Fig. 1: clock nets
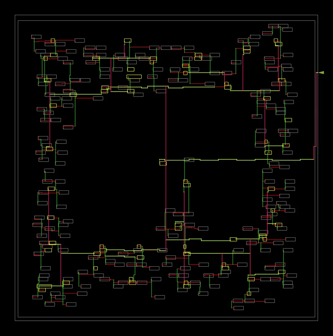
Fig. 2: the metal 3 layer
Drawn at 2 px/um.
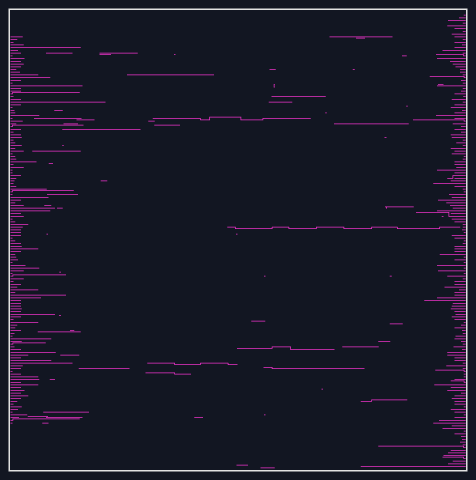
Fig. 3: wiring heat map
Drawn at 1.5 px/um. The die is cut into 23 by 23 equal tiles; black is low, pale yellow is high, scaled to the fullest tile. Values are wire area over tile area, all layers added.
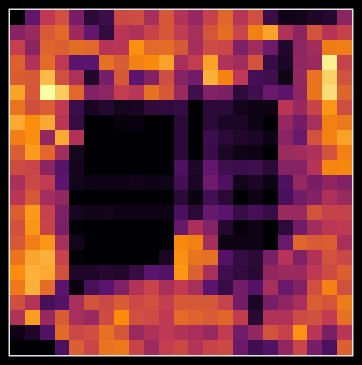
Fig. 4: cells by drive strength
Drawn at 2 px/um.
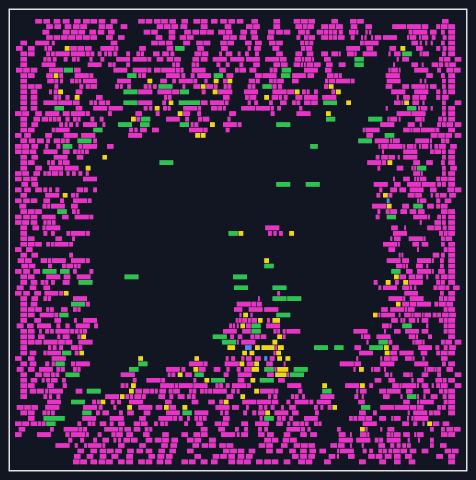
[src/rtl/mem_arbiter_pkg.sv]
// Shared definitions for the two-requester memory arbiter: FSM encoding,
// requester indices and latency counter width.
package mem_arbiter_pkg;

    typedef enum logic [1:0] {
        IDLE   = 2'd0,
        ACCESS = 2'd1,
        RESP   = 2'd2
    } state_t;

    localparam int unsigned REQ_FETCH = 0;
    localparam int unsigned REQ_DATA  = 1;

    localparam int unsigned CNT_W = 4;

endpackage

[src/rtl/mem_arbiter_rr_arbiter2.sv]
// Two-way round-robin grant: a lone request always wins, and a tie goes to the
// requester that did not win last time.
module rr_arbiter2
    import mem_arbiter_pkg::*;
(
    input  logic       valid0,
    input  logic       valid1,
    input  logic       last_grant,
    output logic [1:0] grant
);

    always_comb begin
        grant = '0;
        if (valid0 && valid1) begin
            if (last_grant) grant[REQ_FETCH] = 1'b1;
            else            grant[REQ_DATA]  = 1'b1;
        end else begin
            grant[REQ_FETCH] = valid0;
            grant[REQ_DATA]  = valid1;
        end
    end

endmodule

[src/rtl/mem_arbiter.sv]
// Arbitrates a fetch and a data requester onto a single memory port with a
// fixed MEM_LAT-cycle access followed by a one-cycle response pulse.
module mem_arbiter
    import mem_arbiter_pkg::*;
#(
    parameter int unsigned ADDRSIZE = 64,
    parameter int unsigned WORDSIZE = 64,
    parameter int unsigned MEM_LAT  = 1
) (
    input  logic                clk,
    input  logic                rst,

    input  logic                req0_valid,
    input  logic                req0_we,
    input  logic [ADDRSIZE-1:0] req0_addr,
    input  logic [WORDSIZE-1:0] req0_wdata,
    output logic                req0_ready,
    output logic                rsp0_valid,
    output logic [WORDSIZE-1:0] rsp0_rdata,

    input  logic                req1_valid,
    input  logic                req1_we,
    input  logic [ADDRSIZE-1:0] req1_addr,
    input  logic [WORDSIZE-1:0] req1_wdata,
    output logic                req1_ready,
    output logic                rsp1_valid,
    output logic [WORDSIZE-1:0] rsp1_rdata,

    output logic                mem_wren,
    output logic                mem_rden,
    output logic [ADDRSIZE-1:0] mem_addr,
    output logic [WORDSIZE-1:0] mem_d,
    input  logic [WORDSIZE-1:0] mem_q
);

    localparam logic [CNT_W-1:0] LAST_CNT = CNT_W'(MEM_LAT - 1);

    state_t              state;
    logic [CNT_W-1:0]    cnt;
    logic                last_grant;
    logic                gidx_r;
    logic                we_r;
    logic [ADDRSIZE-1:0] addr_r;
    logic [WORDSIZE-1:0] wdata_r;
    logic [WORDSIZE-1:0] rdata_r;
    logic [1:0]          grant;
    logic                final_cyc;

    rr_arbiter2 u_arb (
        .valid0     (req0_valid),
        .valid1     (req1_valid),
        .last_grant (last_grant),
        .grant      (grant)
    );

    assign final_cyc = (state == ACCESS) && (cnt == LAST_CNT);

    always_ff @(posedge clk) begin
        if (rst) begin
            state      <= IDLE;
            cnt        <= '0;
            last_grant <= 1'b1;
            gidx_r     <= 1'b0;
            we_r       <= 1'b0;
            addr_r     <= '0;
            wdata_r    <= '0;
            rdata_r    <= '0;
        end else begin
            case (state)
                IDLE: begin
                    if (req0_valid || req1_valid) begin
                        state      <= ACCESS;
                        cnt        <= '0;
                        last_grant <= grant[REQ_DATA];
                        gidx_r     <= grant[REQ_DATA];
                        if (grant[REQ_DATA]) begin
                            we_r    <= req1_we;
                            addr_r  <= req1_addr;
                            wdata_r <= req1_wdata;
                        end else begin
                            we_r    <= req0_we;
                            addr_r  <= req0_addr;
                            wdata_r <= req0_wdata;
                        end
                    end
                end
                ACCESS: begin
                    cnt <= cnt + 1'b1;
                    if (final_cyc) begin
                        state <= RESP;
                        if (!we_r) rdata_r <= mem_q;
                    end
                end
                RESP:    state <= IDLE;
                default: state <= IDLE;
            endcase
        end
    end

    // Outputs are decoded from registered state but masked by rst so that a
    // reset cycle landing mid-transaction produces no write or response pulse.
    always_comb begin
        req0_ready = !rst && (state == IDLE) && grant[REQ_FETCH];
        req1_ready = !rst && (state == IDLE) && grant[REQ_DATA];
        mem_rden   = !rst && (state == ACCESS) && !we_r;
        mem_wren   = !rst && final_cyc && we_r;
        mem_addr   = rst ? '0 : addr_r;
        mem_d      = rst ? '0 : wdata_r;
        rsp0_valid = !rst && (state == RESP) && !gidx_r;
        rsp1_valid = !rst && (state == RESP) && gidx_r;
        rsp0_rdata = (rsp0_valid && !we_r) ? rdata_r : '0;
        rsp1_rdata = (rsp1_valid && !we_r) ? rdata_r : '0;
    end

endmodule

[config.mk]
export PLATFORM = sky130hd
export DESIGN_NAME = mem_arbiter
export DESIGN_NICKNAME = d
export VERILOG_FILES = /design/src/rtl/mem_arbiter_pkg.sv /design/src/rtl/mem_arbiter_rr_arbiter2.sv /design/src/rtl/mem_arbiter.sv
export SDC_FILE = /design/constraint.sdc
export NUM_CORES = 1
export LEC_CHECK = 0
export CAP_MARGIN = 10
export CORE_AREA = 2 2 226 228
export CTS_BUF_LIST = sky130_fd_sc_hd__clkbuf_2 sky130_fd_sc_hd__clkbuf_4 sky130_fd_sc_hd__clkbuf_8
export CTS_CLUSTER_DIAMETER = 60
export DETAILED_ROUTE_END_ITERATION = 8
export DIE_AREA = 0 0 228 230
export PLACE_DENSITY = 0.53
export SETUP_SLACK_MARGIN = 0.02
export SKIP_LAST_GASP = 1
export SLEW_MARGIN = 20
export SYNTH_ARGS = -nofsm -noshare
export SYNTH_HDL_FRONTEND = slang
export SYNTH_HIERARCHICAL = 1
export SYNTH_SLANG_ARGS = --single-unit
export TNS_END_PERCENT = 1
[constraint.sdc]
create_clock -name clk -period 2.2 [get_ports clk]
set_clock_uncertainty 0.15 [all_clocks]
set_input_delay 0.44 -clock clk [delete_from_list [all_inputs] [get_ports clk]]
set_output_delay 0.44 -clock clk [all_outputs]
set_load 0.005 [all_outputs]
==> flow_summary.rst <==
Synthesis and place-and-route
=============================

.. list-table::
   :header-rows: 1

   * - Metric
     - Value
   * - Port-buffer cells
     - 587
   * - Overall die height
     - 230 um
   * - Fraction of layout instances using a drive strength above 1
     - 9.384%
   * - Post-layout worst setup margin
     - -0.8562 ns
   * - FP Core Util
     - 20.79%
   * - Final Max-Slew Violation Tally
     - 0
   * - Post-route cell area
     - 0.01851 mm^2
   * - DR iter-0 viols
     - 425
   * - HPWL reported at the end of detailed placement
     - 32,460 um
   * - Pin slew with the least headroom to its limit
     - 0.4484 ns
   * - Post-detailed-routing wire length
     - 43,140 um
   * - Wire length per cell after detailed routing
     - 17.22 um
   * - Power density relative to cell area
     - 626.0 mW/mm^2
   * - Outcome
     - finished with violations
   * - Maximum number of pins on one net before global-route repair
     - 81
   * - Type of origin of the critical path
     - register
   * - Top logic cell by instance count in the layout
     - clkdlybuf4s50_1
   * - Total nets after synthesis
     - 1,535
   * - Sum of internal, switching and leakage power
     - 11.59 mW
   * - Standard-cell rows
     - 82
   * - Vias per cell
     - 4.350
   * - Antenna violations before repair
     - 2
   * - Count of endpoints failing hold in the final timing report
     - 0
   * - First-pass iteration count of the detailed router
     - 5
   * - Register area
     - 0.004024 mm^2
   * - CTS resizes
     - 0
   * - Routability Congestion
     - 0.8062
   * - Leading cell types in the layout, fill and taps excluded
     - clkdlybuf4s50_1, dfxtp_1, mux2i_1, a21oi_1, nand2_1
   * - Setup Crit Path Kind
     - reg2out
   * - Slowest cell delay on critical path
     - 0.51 ns
   * - Instance area at placement
     - 0.01767 mm^2
   * - Static Leak
     - 7.023 nW
   * - Unique cell type count in the Yosys netlist
     - 37
   * - Via count of the first global-routing pass
     - 10,990
   * - Global-route total usage across every layer
     - 15.74%
   * - Max H-tree Level
     - 2
   * - Area enclosed by the die boundary
     - 0.05244 mm^2
   * - Top-level I/O count
     - 588
   * - Largest fanout on the critical path
     - 64
   * - Met3 layer usage reported by global route
     - 4.663%
   * - Met2 Track Usage GR
     - 28.45%
   * - Wire length of the first global-routing pass
     - 64,870 um
   * - Sort of element at the end of the critical path
     - output port
   * - Number of hold buffers added after cts
     - 0
   * - TritonCTS clock tree
     - yes
   * - Total of flip-flops plus latches after synthesis
     - 201
   * - Synth-to-layout area growth
     - 78.60%
   * - Met1 track utilization from global routing
     - 18.19%
   * - Die x size
     - 228 um
   * - Busiest metal layer after global routing
     - met2
   * - CP required
     - 1.61 ns
   * - Overflow left after global routing
     - 0
   * - Number of violations of the max-capacitance limit
     - 0
   * - Count of antenna-violating nets left after detailed routing
     - 0
   * - Clock slew at the register clock pins of the worst setup and hold paths
     - 0.05 ns
   * - Net count of the finished layout
     - 2,136
   * - Worst hold path type
     - in2reg
   * - RSZ-0062 raised after global routing
     - yes
   * - Arrival time reported for the critical path endpoint
     - 2.47 ns
   * - CTS Buffer Depth
     - 3
   * - Post-Synthesis Cells
     - 1,207
   * - Worst slack on hold paths
     - 0.2727 ns
   * - Fraction of the yosys area taken by sequential cells
     - 38.82%
   * - Number of warnings printed during yosys synthesis
     - 6
   * - Per-instance average area after synthesis
     - 8.588 um^2
   * - Maximum clock frequency
     - 327.2 MHz
   * - Setup violations, final
     - 236
   * - Failing checks
     - negative setup slack
   * - Fin crit share
     - 138.9%
-- Fig. 1 (at the start) --
number of buffers created by CTS: 40
clock buffer count: 60
worst skew pair latency: 0.58 ns
flop count: 201
number of clock sinks seen by CTS: 201

-- Fig. 2 (at the start) --
The longest straight run is 52.2 um. The wires run mostly horizontal. The layer holds 7.2% of the routed length. 338 nets have wire on it. The layer carries 3,120 um of wire.

-- Fig. 3 (at the start) --
36% of the tiles are over half the peak. The emptiest ninth of the die: center. The mean over all tiles is 0.13. 12% of the tiles are nearly empty. The fullest tile reaches 0.36.

-- Fig. 4 (at the start) --
Green stands for _6 and larger, cells 83, share 4.5%, most used clkbuf_8. Yellow stands for _3 and _4 cells, cells 86, share 4.7%, most used buf_4. Blue stands for _2 cells, cells 3, share 0.16%, most used clkinv_2. Magenta stands for _0 and _1 cells, cells 1,661, share 91%, most used clkdlybuf4s50_1.

-- critical path, delay by kind of cell, from the launching register on --
family / cells / cell delay (ns)
buffers and inverters: 2 / 0.75
AND/OR/NAND/NOR: 3 / 0.78
flip-flops: 1 / 0.31
-- path summary, 6_finish.rpt --
kind | start | end | slack (ns) | cells after the start
worst min-delay path | mem_q[37] | rdata_r[37] | 0.27 | 3
worst max register to register | cnt[0] | rdata_r[9] | 0.14 | 7
worst min register to register | rdata_r[18] | rdata_r[18] | 0.32 | 2
worst max-delay path | state[0] | rsp1_rdata[63] | -0.86 | 5
-- layer usage --
| metal | routed length, um | vias up |
|---|---|---|
| li1 | - | 5386 |
| met1 | 17760 | 5052 |
| met2 | 21500 | 413 |
| met4 | 754 | 2 |
| met3 | 3116 | 48 |
| met5 | 13 | - |
-- synth_stat cells (all sizes together) --
library cell | count | area, um^2
buf | 39 | 234.0
nor4b | 2 | 17.52
nor3 | 6 | 52.55
a211oi | 1 | 7.510
nand3 | 3 | 15.01
nor2b | 129 | 807.0
nand2 | 131 | 491.7
mux2i | 193 | 1932
or3b | 2 | 20.02
and2 | 129 | 807.0
nor2 | 7 | 28.78
clkinv | 1 | 3.750
nand2b | 1 | 6.260
ha | 2 | 25.02
a22oi | 1 | 7.510
dfxtp | 201 | 4024
o21ai | 2 | 10.01
or4 | 1 | 7.510
clkbuf | 83 | 326.6
inv | 4 | 15.01
xor2 | 1 | 8.760
or2 | 2 | 12.52
a21oi | 132 | 660.6
o31ai | 1 | 7.510
nand3b | 1 | 7.510
a21boi | 2 | 15.02
o211ai | 2 | 15.01
a31oi | 128 | 800.8
-- timing repair --
item | in CTS | in global routing
endpoints found under the setup margin | 261 | 261
pin swaps | 0 | 0
buffers inserted | 0 | 0
-- metrics by stage --
stage	instances	setup TNS, ns	util, %
2_1_floorplan	1207	0	-
3_3_place_gp	2438	-81.98	35.45
3_5_place_dp	2438	-85.26	35.45
4_1_cts	2505	-128.74	37.12
5_1_grt	2506	-142.31	37.13
6_report	2506	-117.76	37.13
-- flip-flops by register name, indices dropped and copies added (netlist names) --
signal	flops
state	2
last_grant	1
gidx_r	1
wdata_r	64
cnt	4
addr_r	64
rdata_r	64
we_r	1
-- where the power goes --
group	total (mW)	leakage [nW]	internal, mW	switching, mW
sequential	4.29	1.66	4.13	0.159
combinational	3.24	4.93	1.83	1.41
clock	4.06	0.434	2.38	1.68
-- kinds of logic (layout without fill, tap and decap cells) --
family / Yosys count / in the layout / share of synthesized area, %
flip-flops: 201 / 201 / 38.82
buffers and inverters: 127 / 753 / 5.588
XOR/XNOR: 1 / 1 / 0.08451
other: 0 / 1 / 0
AND-OR/OR-AND: 269 / 269 / 14.70
adder cells (fa/ha/maj): 2 / 2 / 0.2414
AND/OR/NAND/NOR: 414 / 414 / 21.93
multiplexers: 193 / 193 / 18.64
-- cell type report --
cell class | instances | area share, %
repair buffers | 681 | 37.75
clock inverters | 7 | 0.5001
multi-input cells | 879 | 31.30
inverters | 5 | 0.1419
well taps | 672 | 4.541
diodes | 1 | 0.01352
clock buffers | 60 | 4.021
flip-flops and latches | 201 | 21.73
No activity file was given, so power comes from the tool's default toggle rates.
